$ cat src/rtl/cpu_pkg.sv
// Shared types and constants for the SimpleProcessor control unit:
// opcodes, FSM state encoding, ALU codes and instruction field positions.
package cpu_pkg;

  localparam int PC_W = 7;
  localparam int IR_W = 16;

  typedef enum logic [3:0] {
    OP_NOOP  = 4'd0,
    OP_STORE = 4'd1,
    OP_LOAD  = 4'd2,
    OP_ADD   = 4'd3,
    OP_SUB   = 4'd4,
    OP_HALT  = 4'd5
  } opcode_e;

  typedef enum logic [3:0] {
    ST_INIT   = 4'd0,
    ST_FETCH  = 4'd1,
    ST_DECODE = 4'd2,
    ST_LOAD_A = 4'd3,
    ST_LOAD_B = 4'd4,
    ST_STORE  = 4'd5,
    ST_ADD    = 4'd6,
    ST_SUB    = 4'd7,
    ST_HALT   = 4'd8
  } state_e;

  localparam logic [2:0] ALU_NONE = 3'd0;
  localparam logic [2:0] ALU_ADD  = 3'd1;
  localparam logic [2:0] ALU_SUB  = 3'd2;

  localparam int OP_MSB    = 15;
  localparam int OP_LSB    = 12;
  localparam int DADDR_MSB = 11;
  localparam int DADDR_LSB = 4;
  localparam int RA_MSB    = 11;
  localparam int RA_LSB    = 8;
  localparam int RB_MSB    = 7;
  localparam int RB_LSB    = 4;
  localparam int RD_MSB    = 3;
  localparam int RD_LSB    = 0;

  // Unused opcodes (0110-1111) fall back to FETCH, i.e. execute as NOOP.
  function automatic state_e decode_next(input logic [3:0] op);
    state_e nxt;
    case (op)
      OP_LOAD:  nxt = ST_LOAD_A;
      OP_STORE: nxt = ST_STORE;
      OP_ADD:   nxt = ST_ADD;
      OP_SUB:   nxt = ST_SUB;
      OP_HALT:  nxt = ST_HALT;
      default:  nxt = ST_FETCH;
    endcase
    return nxt;
  endfunction

endpackage

$ cat src/rtl/program_counter.sv
// Instruction program counter: async active-low clear, increments when
// enabled and wraps naturally at 2^PC_W.
module program_counter #(
  parameter int PC_W = 7
) (
  input  logic            i_clk,
  input  logic            i_rst_n,
  input  logic            i_inc,
  output logic [PC_W-1:0] o_pc
);

  logic [PC_W-1:0] r_pc;

  // PC register with wrap-around increment
  always_ff @(posedge i_clk or negedge i_rst_n) begin
    if (!i_rst_n) begin
      r_pc <= '0;
    end else if (i_inc) begin
      r_pc <= r_pc + PC_W'(1);
    end else begin
      r_pc <= r_pc;
    end
  end

  assign o_pc = r_pc;

endmodule

$ cat src/rtl/control_unit.sv
// Multi-cycle Moore controller: fetches from a synchronous ROM, decodes the
// instruction register and sequences the Datapath control lines.
module control_unit
  import cpu_pkg::*;
#(
  parameter int PC_W = cpu_pkg::PC_W,
  parameter int IR_W = cpu_pkg::IR_W
) (
  input  logic            Clk,
  input  logic            ResetN,
  output logic [PC_W-1:0] PC_Addr,
  input  logic [IR_W-1:0] IR_Data,
  output logic [2:0]      ALUSelect,
  output logic [7:0]      DAddr,
  output logic [3:0]      ReadAddrA,
  output logic [3:0]      ReadAddrB,
  output logic [3:0]      WriteAddr,
  output logic            RFSelect,
  output logic            RF_W_En,
  output logic            RAM_En,
  output logic            Halted,
  output logic [3:0]      StateOut,
  output logic [IR_W-1:0] IROut
);

  state_e          r_state;
  logic [IR_W-1:0] r_ir;
  logic            w_pc_inc;
  logic [PC_W-1:0] w_pc;

  assign w_pc_inc = (r_state == ST_FETCH);

  program_counter #(.PC_W(PC_W)) u_pc (
    .i_clk   (Clk),
    .i_rst_n (ResetN),
    .i_inc   (w_pc_inc),
    .o_pc    (w_pc)
  );

  // State sequencing and instruction register capture
  always_ff @(posedge Clk or negedge ResetN) begin
    if (!ResetN) begin
      r_state <= ST_INIT;
      r_ir    <= '0;
    end else begin
      case (r_state)
        ST_INIT:   r_state <= ST_FETCH;
        ST_FETCH:  r_state <= ST_DECODE;
        ST_DECODE: begin
          r_ir    <= IR_Data;
          r_state <= decode_next(IR_Data[OP_MSB:OP_LSB]);
        end
        ST_LOAD_A: r_state <= ST_LOAD_B;
        ST_LOAD_B: r_state <= ST_FETCH;
        ST_STORE:  r_state <= ST_FETCH;
        ST_ADD:    r_state <= ST_FETCH;
        ST_SUB:    r_state <= ST_FETCH;
        ST_HALT:   r_state <= ST_HALT;
        default:   r_state <= ST_INIT;
      endcase
    end
  end

  // Moore output decode; enables fall with the async state reset
  always_comb begin
    ALUSelect = ALU_NONE;
    DAddr     = 8'd0;
    ReadAddrA = 4'd0;
    ReadAddrB = 4'd0;
    WriteAddr = 4'd0;
    RFSelect  = 1'b0;
    RF_W_En   = 1'b0;
    RAM_En    = 1'b0;
    Halted    = 1'b0;
    case (r_state)
      ST_LOAD_A: begin
        DAddr    = r_ir[DADDR_MSB:DADDR_LSB];
        RFSelect = 1'b1;
      end
      ST_LOAD_B: begin
        DAddr     = r_ir[DADDR_MSB:DADDR_LSB];
        RFSelect  = 1'b1;
        WriteAddr = r_ir[RD_MSB:RD_LSB];
        RF_W_En   = 1'b1;
      end
      ST_STORE: begin
        DAddr     = r_ir[DADDR_MSB:DADDR_LSB];
        ReadAddrA = r_ir[RD_MSB:RD_LSB];
        RAM_En    = 1'b1;
      end
      ST_ADD, ST_SUB: begin
        ReadAddrA = r_ir[RA_MSB:RA_LSB];
        ReadAddrB = r_ir[RB_MSB:RB_LSB];
        WriteAddr = r_ir[RD_MSB:RD_LSB];
        ALUSelect = (r_state == ST_ADD) ? ALU_ADD : ALU_SUB;
        RF_W_En   = 1'b1;
      end
      ST_HALT: Halted = 1'b1;
      default: Halted = 1'b0;
    endcase
  end

  assign PC_Addr  = w_pc;
  assign StateOut = r_state;
  assign IROut    = r_ir;

endmodule

$ cat config.mk
export PLATFORM = sky130hd
export DESIGN_NAME = control_unit
export DESIGN_NICKNAME = d
export VERILOG_FILES = /design/src/rtl/cpu_pkg.sv /design/src/rtl/program_counter.sv /design/src/rtl/control_unit.sv
export SDC_FILE = /design/constraint.sdc
export NUM_CORES = 1
export LEC_CHECK = 0
export CORE_MARGIN = 5
export CORE_UTILIZATION = 42
export DETAILED_ROUTE_END_ITERATION = 7
export GPL_ROUTABILITY_DRIVEN = 0
export GPL_TIMING_DRIVEN = 0
export MAX_ROUTING_LAYER = met4
export PLACE_DENSITY = 0.85
export SLEW_MARGIN = 20
export SYNTH_ARGS = -nofsm -noshare
export SYNTH_HDL_FRONTEND = slang
export SYNTH_SLANG_ARGS = --single-unit
export TNS_END_PERCENT = 10
$ cat constraint.sdc
create_clock -name Clk -period 4.3 [get_ports Clk]
set_clock_uncertainty 0.05 [all_clocks]
set_input_delay 0.86 -clock Clk [delete_from_list [all_inputs] [get_ports Clk]]
set_output_delay 0.86 -clock Clk [all_outputs]
set_load 0.1 [all_outputs]
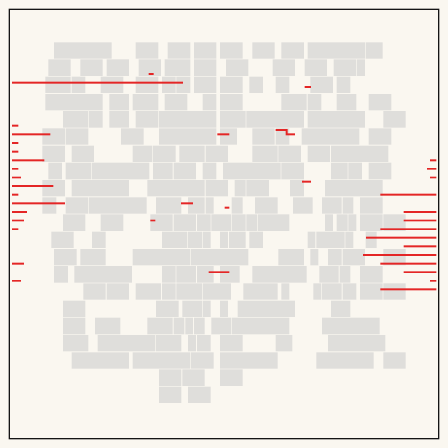
Figure 1: run 1, the metal 3 layer.
wire length on this layer = 154 um
nets with wire on the layer = 34
share of all routed wire = 3.9%
Post-Route WL: 4010 um
met3 Usage GRT: 0.0233
via count: 1,214

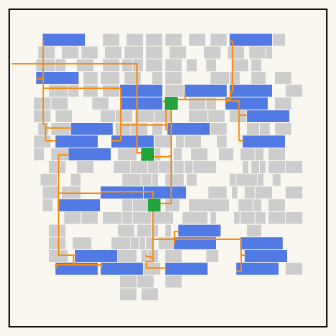
Figure 2: run 1, clock distribution.
green -> cells driving clock nets  # count 3
blue -> flip-flops  # count 27
orange -> clock wires  # length 316 um
routed clock nets = 4

==> results.sh, run 1 <==
# yosys + openroad results
export IMPL_warnings=27
export IMPL_hold_violations=0
export IMPL_row_count=21
export IMPL_endpoint_kind="primary output"
export IMPL_synth_most_common_cell="dfrtp_1"
export IMPL_slew_viol_final=0
export IMPL_die_x_um=67.6
export IMPL_root_buffer="clkbuf_4"
export IMPL_cpPeakStageDelay_ps=1150
export IMPL_ant_nets=0
export IMPL_top_logic_kind="simple AND/OR/NAND/NOR gates"
export IMPL_status="finished, final reports clean"
export IMPL_design_area_mm2=0.00218
export IMPL_cts_setup_buffers=0
export IMPL_rr_endpoint="IROut[7]$_DFFE_PN0P_"
export IMPL_grt_overflow_total=0
export IMPL_dr_wl_met2_um=2230
export IMPL_worst_slew_pin_slew_ps=1000
export IMPL_combAreaFraction=0.302
export IMPL_endpoint="ReadAddrA[1]"
export IMPL_mostFrequentLayoutCell="clkdlybuf4s50_1"
export IMPL_reg2reg_depth=4
export IMPL_path_max_fanout=10
export IMPL_numCtsBuffers=3
export IMPL_hp_start="u_pc.o_pc[6]$_DFFE_PN0N_"
export IMPL_crit_path_top_delay_cell="clkdlybuf4s50_1"
export IMPL_core_mm2=0.00328
export IMPL_dieHeight_um=67.6
export IMPL_simple_gate_area_frac=0.213
export IMPL_comb_area_um2=659
export IMPL_clock_sinks=27
export IMPL_clock_fmax_ghz=0.253
export IMPL_synthFlopType="dfrtp_1"
export IMPL_post_route_cells_drive_above_1_share=0.165
export IMPL_clk_share=0.0120
export IMPL_grt_pass1_vias=1355
export IMPL_cp_top_family="buffers and inverters"
export IMPL_final_util=0.665
export IMPL_fillers=276
export IMPL_gr_usage_met1=0.205
export IMPL_ys_area_mm2=0.00139
export IMPL_clk_pin_slew_ps=140
export IMPL_first_pass_iters=4
export IMPL_regToRegSetupSlack_ps=2290
export IMPL_diodes=0
export IMPL_clockBufferCount=4
export IMPL_xor_share=0.0440
export IMPL_finalCriticalPeriod_ps=3960
export IMPL_netlist_area_leader_share=0.485
export IMPL_min_path_type="register to register"
export IMPL_nets=214
export IMPL_async_flop_share=1.00
export IMPL_r2r_start="StateOut[3]$_DFF_PN0_"
export IMPL_edf_count=0
export IMPL_inv_count=4
export IMPL_tritoncts="built"
export IMPL_netlist_instances=120
export IMPL_maxCapViolCount=0
export IMPL_io_buffer_count=70
export IMPL_crit_chain="clkbuf_1, inv_1, and3_1, clkbuf_1, a22o_1, clkdlybuf4s50_1"
export IMPL_arrival_ps=3050
export IMPL_grtUsageMet2=0.352
export IMPL_ff_latch_area_um2=676
export IMPL_dp_cells=236
export IMPL_ys_cells=120
export IMPL_vias_per_cell=5.06
export IMPL_grt_busiest_layer="met2"
export IMPL_synth_distinct_cells=35
export IMPL_drc_errors=0
export IMPL_start_kind="register"
export IMPL_antenna_found_initial=0
export IMPL_synthTopCellsByArea="dfrtp_1, mux2_2, and2_1"
export IMPL_whs_endpoint="u_pc.o_pc[6]$_DFFE_PN0N_"
export IMPL_setup_viol=0
export IMPL_cts_repair_resized=0
export IMPL_num_io_pins=72
export IMPL_rsz0062_at_grt="no"
export IMPL_ys_warn_count=0
export IMPL_topRoutingLayerUsed="met4"
export IMPL_drt_iter0_markers=32
export IMPL_clk_latency_ps=320
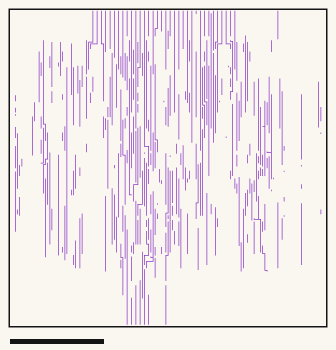
Figure 3: run 1, metal 2.
The bar under the picture is 20 um long.
wire length on this layer = 2,230 um
nets with wire on the layer = 201
longest straight run = 39.8 um

==> run 1: flip-flops by register name, indices dropped and copies added, names as in the netlist <==
| register | cells |
|---|---|
| StateOut | 4 |
| u_pc.o_pc | 7 |
| IROut | 16 |
==> run 1: through the flow <==
stage | setup slack (ps) | TNS (ps) | hold WS, ps
floorplan | -163 | -652 | 514
global placement | 793 | 0 | 408
detailed placement | 748 | 0 | 426
CTS | 372 | 0 | 448
global route | 228 | 0 | 452
finish | 340 | 0 | 440
--- run 2 (diff from run 1) ---
- ABC_CLOCK_PERIOD_IN_PS: default -> 4300
- HOLD_SLACK_MARGIN: default -> 0.06
- SKIP_LAST_GASP: default -> 1
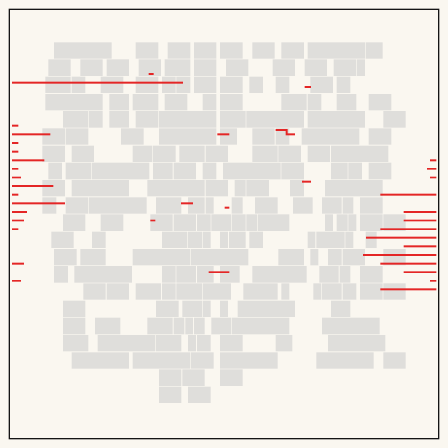
Figure 4: run 2, the metal 3 layer.
wire length on this layer = 154 um
longest straight run = 26.7 um

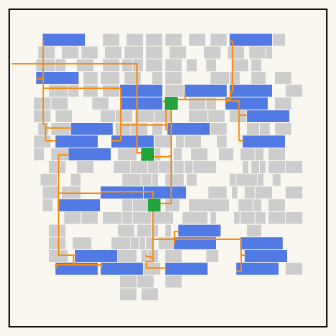
Figure 5: run 2, clock distribution.
orange -> clock wires  # length 316 um
blue -> flip-flops  # count 27
green -> cells driving clock nets  # count 3
routed clock nets = 4

==> run 2 against run 1 <==
Compared with the run above: setup slack stayed put; non-clock buffer count stayed put; sequential share of layout area stayed put; first-iteration DRC count stayed put; hold slack stayed put; synthesized cell count stayed put; die size stayed put; core utilization stayed put; critical path type unchanged; critical endpoint unchanged; highest routed layer unchanged.
==> results.sh, run 2 <==
# yosys + openroad results
export IMPL_simple_gate_area_frac=0.213
export IMPL_top_logic_kind="simple AND/OR/NAND/NOR gates"
export IMPL_regToRegSetupSlack_ps=2290
export IMPL_dpl_worst_slack_ps=748
export IMPL_antenna_found_initial=0
export IMPL_post_route_cells_drive_above_1_share=0.165
export IMPL_cpPeakStageDelay_ps=1150
export IMPL_topRoutingLayerUsed="met4"
export IMPL_r2r_start="StateOut[3]$_DFF_PN0_"
export IMPL_finalWorstSetupSlack_ps=340
export IMPL_synth_most_common_cell="dfrtp_1"
export IMPL_dp_cells=236
export IMPL_rsz0062_at_grt="no"
export IMPL_edf_count=0
export IMPL_ys_area_mm2=0.00139
export IMPL_grtUsageMet2=0.352
export IMPL_synth_distinct_cells=35
export IMPL_design_area_mm2=0.00218
export IMPL_synthFlopType="dfrtp_1"
export IMPL_worst_slew_pin_slew_ps=1000
export IMPL_whs_endpoint="u_pc.o_pc[6]$_DFFE_PN0N_"
export IMPL_num_io_pins=72
export IMPL_fin_setup_tns_ps=0
export IMPL_clock_sinks=27
export IMPL_dieHeight_um=67.6
export IMPL_netlist_instances=120
export IMPL_ant_nets=0
export IMPL_cts_setup_buffers=0
export IMPL_vias=1214
export IMPL_root_buffer="clkbuf_4"
export IMPL_row_count=21
export IMPL_mostFrequentLayoutCell="clkdlybuf4s50_1"
export IMPL_ys_warn_count=0
export IMPL_largest_reg_flops=16
export IMPL_netlist_area_leader_share=0.485
export IMPL_nets=214
export IMPL_maxCapViolCount=0
export IMPL_ys_cells=120
export IMPL_status="finished, final reports clean"
export IMPL_grtUsageMet3=0.0233
export IMPL_start_kind="register"
export IMPL_core_mm2=0.00328
export IMPL_final_util=0.665
export IMPL_path_max_fanout=10
export IMPL_reg2reg_depth=4
export IMPL_gr_usage_met1=0.205
export IMPL_clock_fmax_ghz=0.253
export IMPL_drt_iter0_markers=32
export IMPL_cp_top_family="buffers and inverters"
export IMPL_endpoint="ReadAddrA[1]"
export IMPL_dr_wl_met2_um=2230
export IMPL_first_pass_iters=4
export IMPL_endpoint_kind="primary output"
export IMPL_xor_share=0.0440
export IMPL_arrival_ps=3050
[run 2: cell counts in the layout (fill, tap and decap cells not counted)]
Identical to the previous run, type by type.
[run 2: cell type report]
| cell class | count | area [um2] |
|---|---|---|
| flip-flops and latches | 27 | 676 |
| multi-input cells | 81 | 659 |
| repair buffers | 70 | 696 |
| inverters | 4 | 15.0 |
| clock buffers | 4 | 26.3 |
| plain buffers | 8 | 53.8 |
| fillers | 276 | 1100 |
| well taps | 46 | 57.6 |
[run 2: cell families (layout without fill, tap and decap cells)]
group / after synthesis / after routing
XOR/XNOR: 7 / 7
other: 1 / 1
AND/OR/NAND/NOR: 44 / 44
flip-flops: 27 / 27
buffers and inverters: 12 / 86
AND-OR/OR-AND: 12 / 12
multiplexers: 16 / 16
adder cells (fa/ha/maj): 1 / 1
